[src/rtl/data_mem_ctrl.sv]
// data_mem_ctrl: single-port byte-enable data RAM for the MEM stage, zero-swept after every reset.
// Latency: stores commit at the accept edge; loads return RD_LAT cycles after the accept edge.
// Backpressure: ready low during the clear sweep and RD_LAT-1 cycles per load; requests while not ready are dropped.
module data_mem_ctrl #(
  parameter int DW     = 16,
  parameter int AW     = 3,
  parameter int RD_LAT = 1
) (
  input  logic            clk,
  input  logic            rst_n,
  input  logic            req,
  input  logic            we,
  input  logic [AW-1:0]   addr,
  input  logic [DW-1:0]   wdata,
  input  logic [DW/8-1:0] be,
  output logic [DW-1:0]   rdata,
  output logic            rvalid,
  output logic            ready,
  output logic            stall
);
  localparam int NB    = DW / 8;
  localparam int DEPTH = 2 ** AW;

  typedef enum logic [1:0] {INIT, IDLE, RWAIT} state_t;

  state_t        state_q, state_d;
  logic [AW-1:0] init_cnt_q, init_cnt_d;
  logic [2:0]    lat_q, lat_d;
  logic [DW-1:0] cap_q, cap_d;
  logic [DW-1:0] rdata_q, rdata_d;
  logic          rvalid_q, rvalid_d;
  logic          ready_q, ready_d;

  logic [DW-1:0] mem_q [DEPTH];

  // single write port shared by the clear sweep and pipeline stores
  logic          mem_wr;
  logic [AW-1:0] mem_waddr;
  logic [DW-1:0] mem_wdat;
  logic [NB-1:0] mem_wbe;

  // next-state, write-port steering and registered output values
  always_comb begin
    state_d    = state_q;
    init_cnt_d = init_cnt_q;
    lat_d      = lat_q;
    cap_d      = cap_q;
    rdata_d    = rdata_q;
    rvalid_d   = 1'b0;
    ready_d    = ready_q;
    mem_wr     = 1'b0;
    mem_waddr  = addr;
    mem_wdat   = wdata;
    mem_wbe    = be;
    case (state_q)
      INIT: begin
        // clear one word per edge; requests are ignored until the sweep ends
        mem_wr     = 1'b1;
        mem_waddr  = init_cnt_q;
        mem_wdat   = '0;
        mem_wbe    = '1;
        init_cnt_d = init_cnt_q + AW'(1);
        if (&init_cnt_q) begin
          state_d = IDLE;
          ready_d = 1'b1;
        end
      end
      IDLE: begin
        if (req) begin
          if (we) begin
            mem_wr = 1'b1;
          end else if (RD_LAT == 1) begin
            rdata_d  = mem_q[addr];
            rvalid_d = 1'b1;
          end else begin
            // word is captured now so later stores cannot change the returned data
            cap_d   = mem_q[addr];
            lat_d   = 3'(RD_LAT - 1);
            state_d = RWAIT;
            ready_d = 1'b0;
          end
        end
      end
      RWAIT: begin
        lat_d = lat_q - 3'd1;
        if (lat_q == 3'd1) begin
          state_d  = IDLE;
          rdata_d  = cap_q;
          rvalid_d = 1'b1;
          ready_d  = 1'b1;
        end
      end
      default: begin
        state_d = INIT;
        ready_d = 1'b0;
      end
    endcase
  end

  // control and output registers; reset also discards any in-flight load
  always_ff @(posedge clk) begin
    if (!rst_n) begin
      state_q    <= INIT;
      init_cnt_q <= '0;
      lat_q      <= '0;
      cap_q      <= '0;
      rdata_q    <= '0;
      rvalid_q   <= 1'b0;
      ready_q    <= 1'b0;
    end else begin
      state_q    <= state_d;
      init_cnt_q <= init_cnt_d;
      lat_q      <= lat_d;
      cap_q      <= cap_d;
      rdata_q    <= rdata_d;
      rvalid_q   <= rvalid_d;
      ready_q    <= ready_d;
    end
  end

  // byte-lane array write; contents are left alone while reset is held
  always_ff @(posedge clk) begin
    if (rst_n && mem_wr) begin
      for (int i = 0; i < NB; i++) begin
        if (mem_wbe[i]) mem_q[mem_waddr][8*i +: 8] <= mem_wdat[8*i +: 8];
      end
    end
  end

  assign rdata  = rdata_q;
  assign rvalid = rvalid_q;
  assign ready  = ready_q;
  assign stall  = ~ready_q;

endmodule

[config.mk]
export PLATFORM = sky130hd
export DESIGN_NAME = data_mem_ctrl
export DESIGN_NICKNAME = d
export VERILOG_FILES = /design/src/rtl/data_mem_ctrl.sv
export SDC_FILE = /design/constraint.sdc
export NUM_CORES = 1
export LEC_CHECK = 0
export ABC_AREA = 1
export CAP_MARGIN = 5
export CORE_MARGIN = 3
export CORE_UTILIZATION = 40
export DETAILED_ROUTE_END_ITERATION = 8
export PLACE_DENSITY = 0.56
export SLEW_MARGIN = 20
export SYNTH_ARGS = -nofsm -noshare
export SYNTH_HDL_FRONTEND = slang
export SYNTH_SLANG_ARGS = --single-unit
export TNS_END_PERCENT = 30
[constraint.sdc]
create_clock -name clk -period 2.4 [get_ports clk]
set_input_delay 0.48 -clock clk [delete_from_list [all_inputs] [get_ports clk]]
set_output_delay 0.48 -clock clk [all_outputs]
set_load 0.01 [all_outputs]
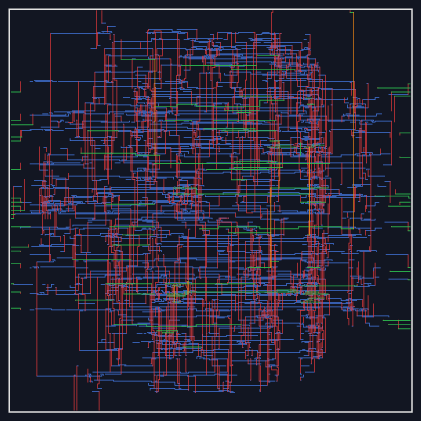
Figure 1: metal layers overlaid.
Scale: 3 px per um.
| color | layer | wire length |
|---|---|---|
| red | metal 2 | 6490 um |
| orange | metal 4 | 185 um |
| green | metal 3 | 1010 um |
| blue | metal 1 | 7090 um |

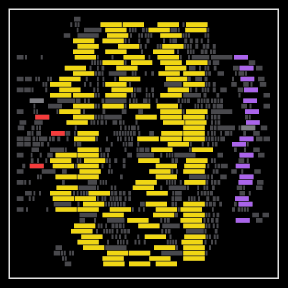
Figure 2: sequential cells grouped by signal name.
Scale: 2 px per um.
| color | netlist name | placed flops |
|---|---|---|
| purple | `rdata` | 16 |
| yellow | `mem_q` | 128 |
| red | `init_cnt_q` | 3 |
not colored: 2

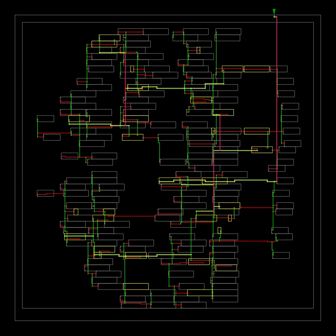
Figure 3: clock wiring as the flow saved it.
sink count of the clock tree: 149
number of buffers inserted during clock tree synthesis: 17

==> out/metrics.json <==
{
  "drive_gt1_frac": {"value": 0.110},
  "cp_max_fo": {"value": 25},
  "power_density": {"value": 796, "unit": "nW/um^2"},
  "min-delay-path-class": {"value": "reg -> reg"},
  "synthesis.area_per_instance": {"value": 9.91, "unit": "um^2"},
  "ys_chip_area": {"value": 6530, "unit": "um^2"},
  "row_count": {"value": 46},
  "post_synthesis_register_bit_count": {"value": 149},
  "number_of_global_route_vias_before_repair": {"value": 4288},
  "vias": {"value": 4514},
  "top_cell_area_share": {"value": 0.589},
  "post-cts-setup-buffer-count": {"value": 0},
  "run_status": {"value": "finished, final reports clean"},
  "post_detailed_route_wirelength_per_cell": {"value": 15.7, "unit": "um"},
  "report.final.setup_viol": {"value": 0},
  "synth_stat.cells": {"value": 659},
  "detailedPlace.worstSlack": {"value": 185, "unit": "ps"},
  "clock_tree_from_tritoncts": {"value": "done"},
  "ys.warnings.count": {"value": 0},
  "htree_levels": {"value": 4},
  "timing.critical_path.arrival": {"value": 1670, "unit": "ps"},
  "postSynthNetCount": {"value": 686},
  "core_area": {"value": 15900, "unit": "um^2"},
  "synth.top_cells.by_count": {"value": "204 x nand2_1, 128 x edfxtp_1, 117 x inv_1"},
  "fin_skew": {"value": 8.54, "unit": "ps"},
  "initial_antenna_violation_count": {"value": 0},
  "static_leakage": {"value": 3.43, "unit": "nW"},
  "max-cap-violations": {"value": 0},
  "ant_nets": {"value": 0},
  "maximum_number_of_pins_on_one_net_before_global_route_repair": {"value": 65},
  "globalplace.congestion": {"value": 0.838},
  "ir_drop": {"value": 0.540, "unit": "mV"},
  "grt_overflow_total": {"value": 0},
  "final_min_period_over_clock_period": {"value": 0.896},
  "dp.cells": {"value": 911},
  "worstMarginPinSlew": {"value": 610, "unit": "ps"},
  "post-route-worst-setup-slack": {"value": 249, "unit": "ps"},
  "cts-hold-fix-buffers": {"value": 0},
  "route.final.wire_length": {"value": 14800, "unit": "um"},
  "synth.cell_area": {"value": 6530, "unit": "um^2"},
  "drc": {"value": 0},
  "worst_ep_required": {"value": 1920, "unit": "ps"},
  "start_kind": {"value": "flip-flop"},
  "fmax": {"value": 0.465, "unit": "GHz"},
  "timing_worst_setup_path_type": {"value": "reg -> out"},
  "yosys.stat.seqShare": {"value": 0.653},
  "buffer_ports.inserted": {"value": 43},
  "routed_via_density": {"value": 4.79},
  "final-hold-violation-count": {"value": 0},
  "antenna-diode-count": {"value": 0},
  "detailed_place.area": {"value": 7260, "unit": "um^2"}
}
## area by class of cell
type	instances	area (um^2)
clock buffer	22	454
timing repair buffer	67	643
clock inverter	10	228
fill	1447	8000
sequential	149	4260
multi-input combinational	357	1620
tap	216	270
inverter	122	465
## routing by layer
metal	vias up	global-route usage	share of wire
li1	2209	-	-
met1	2123	0.250	0.48
met2	165	0.257	0.44
met3	17	0.0439	0.069
met4	0	0.0549	0.012
met5	-	0	0
## critical path: stages, from the launching register on
cell	delay (ps)
dfxtp_1	480
buf_12	210
clkdlybuf4s50_1	550
## worst paths after layout
kind,startpoint,end,slack (ps),cells after the start
setup / recovery,state_q[0]$_SDFFE_PN0P_,ready,250,2
hold reg to reg,rdata[15]$_SDFFE_PN0P_,rdata[15]$_SDFFE_PN0P_,460,2
hold / removal,rdata[15]$_SDFFE_PN0P_,rdata[15]$_SDFFE_PN0P_,460,2
setup reg to reg,state_q[0]$_SDFFE_PN0P_,mem_q[3][3]$_DFFE_PP_,560,5
## cell families after synthesis
kind of cell,synth area share
AND-OR/OR-AND,0.0255
adder cells (fa/ha/maj),0.00383
buffers and inverters,0.0996
flip-flops,0.653
AND/OR/NAND/NOR,0.218
## registers in the layout (all words and copies together), names as in the netlist
register    flops
init_cnt_q      3
mem_q         128
rdata          16
rvalid          1
state_q         1
## cell usage in the layout (no fill, tap or decap), drive strengths merged
cell	instances
nand2	205
edfxtp	128
inv	121
nand3	96
clkdlybuf4s50	42
nor2	29
buf	25
clkbuf	22
dfxtp	21
a21oi	19
bufinv	7
o21ai	6
clkinv	4
ha	2
## report_power, final
group          switching [mW]  leakage [nW]  internal, mW
registers              0.0247          1.32          2.87
clock network           0.961         0.330          2.08
logic                   0.248          1.78         0.136
total                    1.23          3.43          5.09
Power is estimated from default activity; no workload was simulated.
